--- src/rtl/io_periph_pkg.sv ---
// Shared definitions for the memory-mapped I/O block: register indices,
// digit count and the active-low seven-segment font.
package io_periph_pkg;

    localparam logic [2:0] REG_SW      = 3'd0;
    localparam logic [2:0] REG_BTN     = 3'd1;
    localparam logic [2:0] REG_IPIN    = 3'd2;
    localparam logic [2:0] REG_LED     = 3'd3;
    localparam logic [2:0] REG_OPIN    = 3'd4;
    localparam logic [2:0] REG_HEX_VAL = 3'd5;
    localparam logic [2:0] REG_HEX_CFG = 3'd6;
    localparam logic [2:0] REG_BTN_EVT = 3'd7;

    localparam int NUM_DIGITS = 4;

    // Segment order {g,f,e,d,c,b,a}; a 0 lights the segment.
    function automatic logic [6:0] seg7_font(input logic [3:0] nib);
        logic [6:0] seg;
        case (nib)
            4'h0: seg = 7'h40;
            4'h1: seg = 7'h79;
            4'h2: seg = 7'h24;
            4'h3: seg = 7'h30;
            4'h4: seg = 7'h19;
            4'h5: seg = 7'h12;
            4'h6: seg = 7'h02;
            4'h7: seg = 7'h78;
            4'h8: seg = 7'h00;
            4'h9: seg = 7'h10;
            4'hA: seg = 7'h08;
            4'hB: seg = 7'h03;
            4'hC: seg = 7'h46;
            4'hD: seg = 7'h21;
            4'hE: seg = 7'h06;
            default: seg = 7'h0E;
        endcase
        return seg;
    endfunction

endpackage

--- src/rtl/io_peripherals_btn_debounce.sv ---
// Single-bit button conditioner: two-flop synchroniser followed by a
// stability counter that toggles the debounced state.
module btn_debounce #(
    parameter int DEBOUNCE_CYCLES = 1000000
) (
    input  logic clk,
    input  logic rst_n,
    input  logic btn_i,
    output logic db_o
);

    localparam int CNT_W = (DEBOUNCE_CYCLES > 1) ? $clog2(DEBOUNCE_CYCLES) : 1;
    localparam logic [CNT_W-1:0] CNT_MAX = CNT_W'(DEBOUNCE_CYCLES - 1);

    logic             sync1_q, sync2_q, db_q;
    logic [CNT_W-1:0] cnt_q;

    always_ff @(posedge clk or negedge rst_n) begin
        if (!rst_n) begin
            sync1_q <= 1'b0;
            sync2_q <= 1'b0;
            db_q    <= 1'b0;
            cnt_q   <= '0;
        end else begin
            sync1_q <= btn_i;
            sync2_q <= sync1_q;
            // Any cycle where the input agrees with the output restarts the count.
            if (sync2_q == db_q) begin
                cnt_q <= '0;
            end else if (cnt_q == CNT_MAX) begin
                db_q  <= ~db_q;
                cnt_q <= '0;
            end else begin
                cnt_q <= cnt_q + CNT_W'(1);
            end
        end
    end

    assign db_o = db_q;

endmodule

--- src/rtl/io_peripherals.sv ---
// Memory-mapped switches/buttons/pins/LEDs/seven-segment block.
// Define IO_PERIPHERALS_BTN_EVT_EN to add the sticky button-event register.
module io_peripherals
    import io_periph_pkg::*;
#(
    parameter int DEBOUNCE_CYCLES = 1000000,
    parameter int SCAN_CYCLES     = 100000,
    parameter int NUM_BTN         = 5
) (
    input  logic               clk,
    input  logic               rst_n,
    input  logic [4:0]         A,
    input  logic [31:0]        WD,
    input  logic               WE,
    output logic [31:0]        RD,
    input  logic [15:0]        sw,
    input  logic [NUM_BTN-1:0] btn,
    input  logic [3:0]         ipin,
    output logic [15:0]        led,
    output logic [3:0]         opin,
    output logic [6:0]         hex,
    output logic               hex_dot,
    output logic [3:0]         hex_sel
);

    localparam int PS_W = (SCAN_CYCLES > 1) ? $clog2(SCAN_CYCLES) : 1;
    localparam logic [PS_W-1:0] PS_MAX = PS_W'(SCAN_CYCLES - 1);

    logic [2:0]         reg_idx;
    logic [15:0]        sw_s1_q, sw_s2_q;
    logic [3:0]         ip_s1_q, ip_s2_q;
    logic [NUM_BTN-1:0] btn_db;
    logic [15:0]        led_q, led_d, hexval_q, hexval_d;
    logic [3:0]         opin_q, opin_d;
    logic [7:0]         hexcfg_q, hexcfg_d;
    logic [PS_W-1:0]    presc_q, presc_d;
    logic [1:0]         idx_q, idx_d;
    logic [6:0]         hex_q, hex_d;
    logic [3:0]         sel_q, sel_d;
    logic               dot_q, dot_d;
    logic               unused_bits;

    assign reg_idx     = A[4:2];
    assign unused_bits = ^{A[1:0], WD[31:16]};

    for (genvar g = 0; g < NUM_BTN; g++) begin : g_btn
        btn_debounce #(.DEBOUNCE_CYCLES(DEBOUNCE_CYCLES)) u_db (
            .clk  (clk),
            .rst_n(rst_n),
            .btn_i(btn[g]),
            .db_o (btn_db[g])
        );
    end

    // Display outputs are computed from next-state values so a register
    // write shows up on the same edge that commits it.
    always_comb begin
        led_d    = led_q;
        opin_d   = opin_q;
        hexval_d = hexval_q;
        hexcfg_d = hexcfg_q;
        if (WE) begin
            case (reg_idx)
                REG_LED:     led_d    = WD[15:0];
                REG_OPIN:    opin_d   = WD[3:0];
                REG_HEX_VAL: hexval_d = WD[15:0];
                REG_HEX_CFG: hexcfg_d = WD[7:0];
                default:     ;
            endcase
        end
        presc_d = (presc_q == PS_MAX) ? '0 : presc_q + PS_W'(1);
        idx_d   = (presc_q == PS_MAX) ? idx_q + 2'd1 : idx_q;
        hex_d   = seg7_font(hexval_d[{idx_d, 2'b00} +: 4]);
        sel_d   = hexcfg_d[{1'b1, idx_d}] ? ~(4'b0001 << idx_d) : 4'hF;
        dot_d   = ~hexcfg_d[{1'b0, idx_d}];
    end

    always_ff @(posedge clk or negedge rst_n) begin
        if (!rst_n) begin
            sw_s1_q  <= '0;
            sw_s2_q  <= '0;
            ip_s1_q  <= '0;
            ip_s2_q  <= '0;
            led_q    <= '0;
            opin_q   <= '0;
            hexval_q <= '0;
            hexcfg_q <= '0;
            presc_q  <= '0;
            idx_q    <= '0;
            hex_q    <= 7'h7F;
            sel_q    <= 4'hF;
            dot_q    <= 1'b1;
        end else begin
            sw_s1_q  <= sw;
            sw_s2_q  <= sw_s1_q;
            ip_s1_q  <= ipin;
            ip_s2_q  <= ip_s1_q;
            led_q    <= led_d;
            opin_q   <= opin_d;
            hexval_q <= hexval_d;
            hexcfg_q <= hexcfg_d;
            presc_q  <= presc_d;
            idx_q    <= idx_d;
            hex_q    <= hex_d;
            sel_q    <= sel_d;
            dot_q    <= dot_d;
        end
    end

`ifdef IO_PERIPHERALS_BTN_EVT_EN
    logic [NUM_BTN-1:0] db_prev_q, evt_q, evt_d, evt_clr;

    // A rise in the same cycle as a write-one-to-clear keeps the bit set.
    always_comb begin
        evt_clr = (WE && reg_idx == REG_BTN_EVT) ? WD[NUM_BTN-1:0] : '0;
        evt_d   = (evt_q & ~evt_clr) | (btn_db & ~db_prev_q);
    end

    always_ff @(posedge clk or negedge rst_n) begin
        if (!rst_n) begin
            db_prev_q <= '0;
            evt_q     <= '0;
        end else begin
            db_prev_q <= btn_db;
            evt_q     <= evt_d;
        end
    end
`endif

    always_comb begin
        RD = '0;
        case (reg_idx)
            REG_SW:      RD[15:0]        = sw_s2_q;
            REG_BTN:     RD[NUM_BTN-1:0] = btn_db;
            REG_IPIN:    RD[3:0]         = ip_s2_q;
            REG_LED:     RD[15:0]        = led_q;
            REG_OPIN:    RD[3:0]         = opin_q;
            REG_HEX_VAL: RD[15:0]        = hexval_q;
            REG_HEX_CFG: RD[7:0]         = hexcfg_q;
`ifdef IO_PERIPHERALS_BTN_EVT_EN
            REG_BTN_EVT: RD[NUM_BTN-1:0] = evt_q;
`endif
            default:     RD = '0;
        endcase
    end

    assign led     = led_q;
    assign opin    = opin_q;
    assign hex     = hex_q;
    assign hex_sel = sel_q;
    assign hex_dot = dot_q;

endmodule
--- config.mk ---
export PLATFORM = sky130hd
export DESIGN_NAME = io_peripherals
export DESIGN_NICKNAME = d
export VERILOG_FILES = /design/src/rtl/io_periph_pkg.sv /design/src/rtl/io_peripherals_btn_debounce.sv /design/src/rtl/io_peripherals.sv
export SDC_FILE = /design/constraint.sdc
export NUM_CORES = 1
export LEC_CHECK = 0
export CAP_MARGIN = 20
export CELL_PAD_IN_SITES_DETAIL_PLACEMENT = 0
export CELL_PAD_IN_SITES_GLOBAL_PLACEMENT = 1
export CORE_ASPECT_RATIO = 0.6
export CORE_MARGIN = 4
export CORE_UTILIZATION = 46
export CTS_BUF_LIST = sky130_fd_sc_hd__clkbuf_4
export CTS_CLUSTER_SIZE = 24
export DETAILED_ROUTE_END_ITERATION = 8
export PLACE_DENSITY_LB_ADDON = 0.1
export SLEW_MARGIN = 15
export SYNTH_ARGS = -nofsm -noshare
export SYNTH_HDL_FRONTEND = slang
export SYNTH_SLANG_ARGS = --single-unit
--- constraint.sdc ---
create_clock -name clk -period 3.9 [get_ports clk]
set_input_delay 0.585 -clock clk [delete_from_list [all_inputs] [get_ports clk]]
set_output_delay 0.585 -clock clk [all_outputs]
set_load 0.01 [all_outputs]
Run 1, congestion heat map:
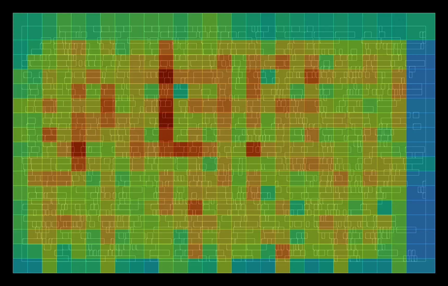
utilization of the core after routing: 56.7%
global-route layer with the greatest usage: met1
global routing usage on met1: 31.5%
met3 track demand over resource: 5.77%

Run 1, met2 routing:
(3 px per µm) Cells faint in the background.
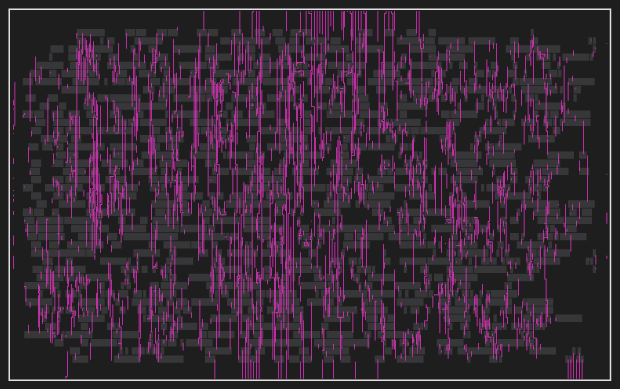
longest straight run = 48.6 µm
main direction = vertical
wire length on this layer = 8440 µm
share of all routed wire = 37%
nets with wire on the layer = 880
global routing usage on met2: 23.9%
wire length reported by the detailed router: 22.6 mm
number of vias in the routed layout: 6903

==> reports/qor.json, run 1 <==
{
  "run_status": "finished, final reports clean",
  "chipHeight_um": 123,
  "first_pass_iters": 4,
  "post_cts_hold_buffer_count": 1,
  "core_area_um2": 21300,
  "grt_max_degree": 115,
  "top_cells_by_area": "dfrtp_1 (54%), mux2_2 (6.1%), xor2_1 (5.3%)",
  "grt_pass1_vias": 6910,
  "max_slew_margin_pct": 43.0,
  "routed.top_layer": "met4",
  "path_delay_family": "buffers and inverters",
  "pwr-share-comb_pct": 14.6,
  "enable_flop_cells": 0,
  "post_synth_instance_area_um2": 10200,
  "wl_met3_mm": 1.32,
  "ys_async_sr_fraction_pct": 100,
  "setup_violations": 0,
  "p_total_mw": 5.42,
  "finalWorstPathRequiredPeriod_ns": 3.37,
  "synthAoiAreaFrac_pct": 4.68,
  "synth.top_cells.by_count": "dfrtp_1 (218), nor2_1 (132), nand3_1 (65)",
  "met1Wirelength_mm": 12.4,
  "finalMaxSlewViolations": 0,
  "comb_cell_power_mw": 0.791,
  "finalHoldWorstSlack_ns": 0.333,
  "first_pass_grt_wire_length_mm": 37.1,
  "power_leader": "registers",
  "total_gr_overflow": 0,
  "cts_buffers": 54,
  "timing.critical_path.required_ns": 3.31,
  "simple_gate_share_pct": 16.5,
  "clk-insertion-delay-late_ns": 0.68
}
Run 1, wire density map:
(2 px per µm) 40 x 25 tiles, from dark blue (low) to red (high), scaled to the fullest tile. Values are wire area over tile area, all layers added.
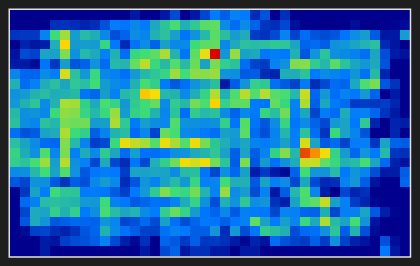
emptiest ninth of the die = bottom right
mean over tiles = 0.15
tiles over half the peak = 12%
fullest tile = 0.53
nearly empty tiles = 12%

==> run 1: layout make-up <==
type / instances / area [µm²]
fillers: 1901 / 9240
diodes: 1 / 2.50
clock buffers: 76 / 571
inverters: 21 / 78.8
clock inverters: 23 / 115
flip-flops and latches: 230 / 5770
multi-input cells: 622 / 4140
repair buffers: 111 / 1070
well taps: 279 / 349
==> run 1: state kept, by name (all words and copies together), names as in the netlist <==
signal,count
idx_q,2
hex_dot,1
sw_s2_q,16
g_btn.u_db.sync1_q,5
ip_s2_q,4
g_btn.u_db.db_o,5
g_btn.u_db.sync2_q,5
led,16
g_btn.u_db.cnt_q,100
ip_s1_q,4
hexcfg_q,8
presc_q,17
hex_sel,4
sw_s1_q,16
opin,4
hex,7
hexval_q,16
Run 1, I/O pins on the die edge:
(3 px per µm) Pins as bars across the die edge, other pins in grey.
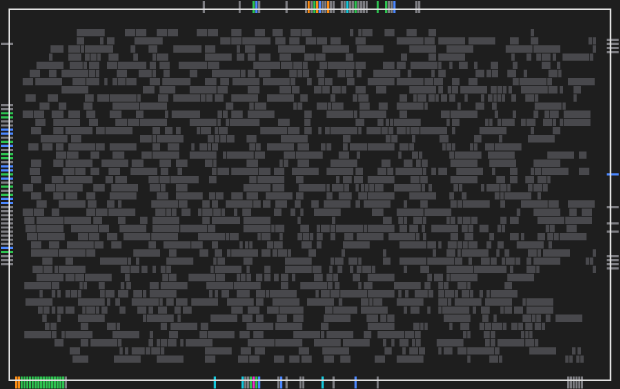

==> inputs of run 2 (changes only) <==
--- a/config.mk
+++ b/config.mk
@@ -10,8 +10,8 @@
 export CELL_PAD_IN_SITES_GLOBAL_PLACEMENT = 1
 export CORE_ASPECT_RATIO = 0.6
 export CORE_MARGIN = 4
-export CORE_UTILIZATION = 46
-export CTS_BUF_LIST = sky130_fd_sc_hd__clkbuf_4
+export CORE_UTILIZATION = 44
+export CTS_BUF_LIST = sky130_fd_sc_hd__clkbuf_16
 export CTS_CLUSTER_SIZE = 24
 export DETAILED_ROUTE_END_ITERATION = 8
 export PLACE_DENSITY_LB_ADDON = 0.1
Run 2, I/O pins on the die edge:
(3 px per µm) Pins as bars across the die edge, other pins in grey.
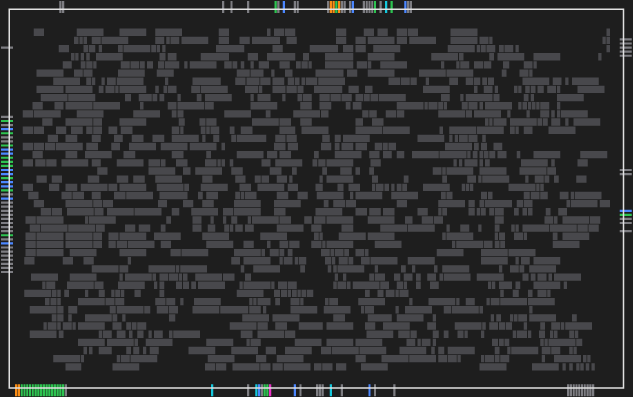
`WD` -> green  # pins 32, direction input, edge 18 bottom, 9 left, 4 top, 1 right
`led` -> blue  # pins 16, direction output, edge 9 left, 3 top, 3 bottom, 1 right
`A` -> orange  # pins 5, direction input, edge 3 top, 2 bottom
`ipin` -> cyan  # pins 4, direction input, edge 3 bottom, 1 top
`hex_dot` -> magenta  # pins 1, direction output, edge bottom
all pins by edge = 47 bottom, 40 left, 30 top, 12 right
IO buf count: 94
die outline height: 126 µm
horizontal die dimension: 204 µm

Run 2, metal 3:
(3 px per µm) Cells faint in the background.
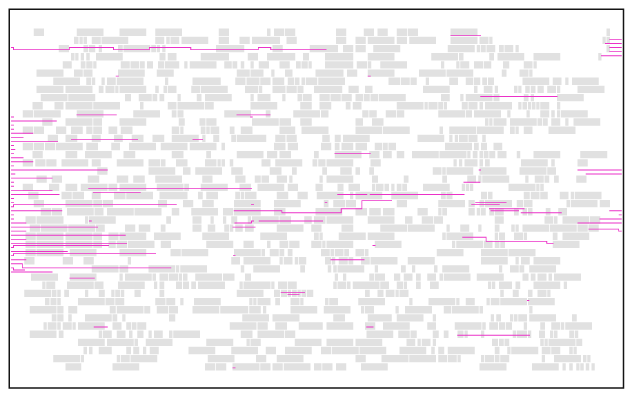
nets with wire on the layer = 71
longest straight run = 54.3 µm
wire length on this layer = 1160 µm
share of all routed wire = 5.3%
main direction = horizontal
met3 track demand over resource: 4.27%
number of vias in the routed layout: 6661
wire length reported by the detailed router: 22.0 mm

==> reports/qor.json, run 2 <==
{
  "run_status": "finished, final reports clean",
  "top_regs": "g_btn.u_db.cnt_q (100), presc_q (17)",
  "top_cells_by_area": "dfrtp_1 (54%), mux2_2 (6.1%), xor2_1 (5.3%)",
  "timing.critical_path.required_ns": 3.31,
  "comb_cell_power_mw": 0.776,
  "p_total_mw": 5.43,
  "first_pass_iters": 4,
  "finalMaxSlewViolations": 0,
  "core_area_um2": 22400,
  "finalHoldWorstSlack_ns": 0.120,
  "grt_util_met2_pct": 23.1,
  "total_gr_overflow": 0,
  "power_leader": "registers",
  "grt_pass1_vias": 6682,
  "setup_violations": 0,
  "post_synth_instance_area_um2": 10200,
  "area.combinational_um2": 4140,
  "first_pass_grt_wire_length_mm": 36.6,
  "post_cts_hold_buffer_count": 0,
  "buffer_area_share_pct": 8.81,
  "clk-insertion-delay-late_ns": 0.50,
  "sh_comb_area_pct": 34.3,
  "path_delay_family": "buffers and inverters",
  "num-multi-input-gates": 622,
  "simple_gate_share_pct": 16.5,
  "regMostFlops": "g_btn.u_db.cnt_q",
  "area_dominant_class": "registers",
  "routed.top_layer": "met4",
  "finalCoreUtilization_pct": 54.0,
  "flop_area_um2": 5770,
  "synthAoiAreaFrac_pct": 4.68,
  "fillers": 2016,
  "wl_met3_mm": 1.16,
  "tapcell.inserted": 308
}
==> run 2: cell counts after synthesis <==
Identical to the previous run, type by type.
==> run 2: worst reg2reg max path, cell delays in order, from the launching register on <==
cell and delay [ns]:
dfrtp_1 0.44, or4b_4 0.57, and4bb_4 0.46, nor2b_1 0.09, nor2_1 0.30, clkinv_1 0.30, mux2_2 0.42, ha_1 0.21
or3_1 0.36, o221a_2 0.12
==> run 2: cell families (layout without fill, tap and decap cells) <==
group	Yosys count	after routing
DFF	230	230
AOI/OAI and AO/OA	71	71
muxes	76	76
adders and majority gates	12	12
xor gates and xnor gates	103	103
buffers and inverters	64	171
and+or+nand+nor	344	344
other	1	16
Run 2, wire density map:
(2 px per µm) 20 x 13 tiles, from dark blue (low) to red (high), scaled to the fullest tile. Values are wire area over tile area, all layers added.
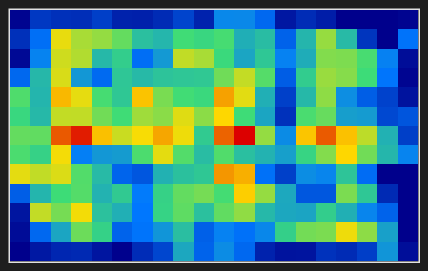

==> inputs of run 3 (changes only) <==
--- a/config.mk
+++ b/config.mk
@@ -10,12 +10,12 @@
 export CELL_PAD_IN_SITES_GLOBAL_PLACEMENT = 1
 export CORE_ASPECT_RATIO = 0.6
 export CORE_MARGIN = 4
-export CORE_UTILIZATION = 44
-export CTS_BUF_LIST = sky130_fd_sc_hd__clkbuf_16
+export CORE_UTILIZATION = 46
+export CTS_BUF_LIST = sky130_fd_sc_hd__clkbuf_2 sky130_fd_sc_hd__clkbuf_4 sky130_fd_sc_hd__clkbuf_8
 export CTS_CLUSTER_SIZE = 24
 export DETAILED_ROUTE_END_ITERATION = 8
 export PLACE_DENSITY_LB_ADDON = 0.1
-export SLEW_MARGIN = 15
+export SLEW_MARGIN = 30
 export SYNTH_ARGS = -nofsm -noshare
 export SYNTH_HDL_FRONTEND = slang
 export SYNTH_SLANG_ARGS = --single-unit
==> constraint.sdc (replaced) <==
create_clock -name clk -period 3.9 [get_ports clk]
set_input_delay 0.585 -clock clk [delete_from_list [all_inputs] [get_ports clk]]
set_output_delay 0.585 -clock clk [all_outputs]
set_load 0.1 [all_outputs]
Run 3, wire density map:
(2 px per µm) 40 x 25 tiles, from dark blue (low) to red (high), scaled to the fullest tile. Values are wire area over tile area, all layers added.
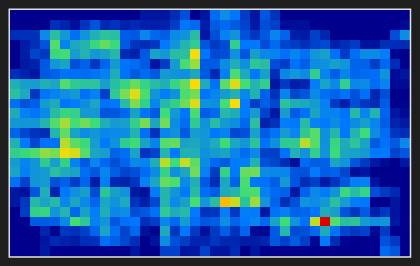
nearly empty tiles = 12%
mean over tiles = 0.14
emptiest ninth of the die = top right
tiles over half the peak = 6.7%
fullest tile = 0.60

==> reports/qor.json, run 3 <==
{
  "grt_max_degree": 83,
  "path_delay_family": "simple AND/OR/NAND/NOR gates",
  "timing.critical_path.required_ns": 4.34,
  "vias": 6706,
  "first_pass_grt_wire_length_mm": 36.2,
  "fillers": 1816,
  "top_regs": "g_btn.u_db.cnt_q (100), presc_q (17)",
  "finalHoldWorstSlack_ns": 0.0292,
  "post_cts_hold_buffer_count": 0,
  "grt_pass1_vias": 6694,
  "post_synth_instance_area_um2": 10200,
  "area.combinational_um2": 4140,
  "gr-usage-met3_pct": 5.66,
  "antenna-diode-count": 0,
  "run_status": "finished, final reports clean",
  "core_area_um2": 21300,
  "pwr-share-comb_pct": 24.3,
  "first_pass_iters": 5,
  "clk-insertion-delay-late_ns": 0.52,
  "synthAoiAreaFrac_pct": 4.68,
  "flop_area_um2": 5770,
  "wl_met3_mm": 1.46,
  "cts_buffers": 36
}
Run 3, congestion heat map:
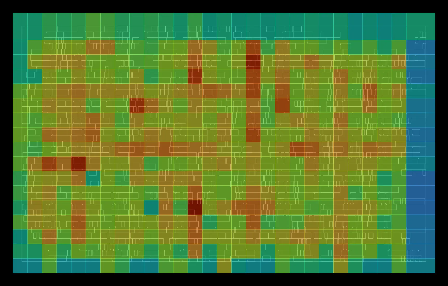
WL per Instance: 16.6 µm
global routing usage on met2: 24.0%

run 3: final timing paths:
kind                                       start                      end
max reg2reg                          presc_q[12]                   hex[0]
min in group clk           g_btn[2].u_db.sync1_q    g_btn[2].u_db.sync2_q
max                                  presc_q[12]                   hex[0]
min                                        rst_n   g_btn[3].u_db.cnt_q[0]
max in group asynchronous                  rst_n  g_btn[0].u_db.cnt_q[16]
min reg2reg                g_btn[2].u_db.sync1_q    g_btn[2].u_db.sync2_q
run 3: final cells by class:
cell class              instances  share of cell area [%]
repair buffers                108                    9.78
multi-input cells             622                    33.7
clock inverters                 9                   0.813
flip-flops and latches        230                    46.9
inverters                      21                   0.640
well taps                     279                    2.84
clock buffers                  53                    5.42
No activity file was given, so power comes from the tool's default toggle rates.
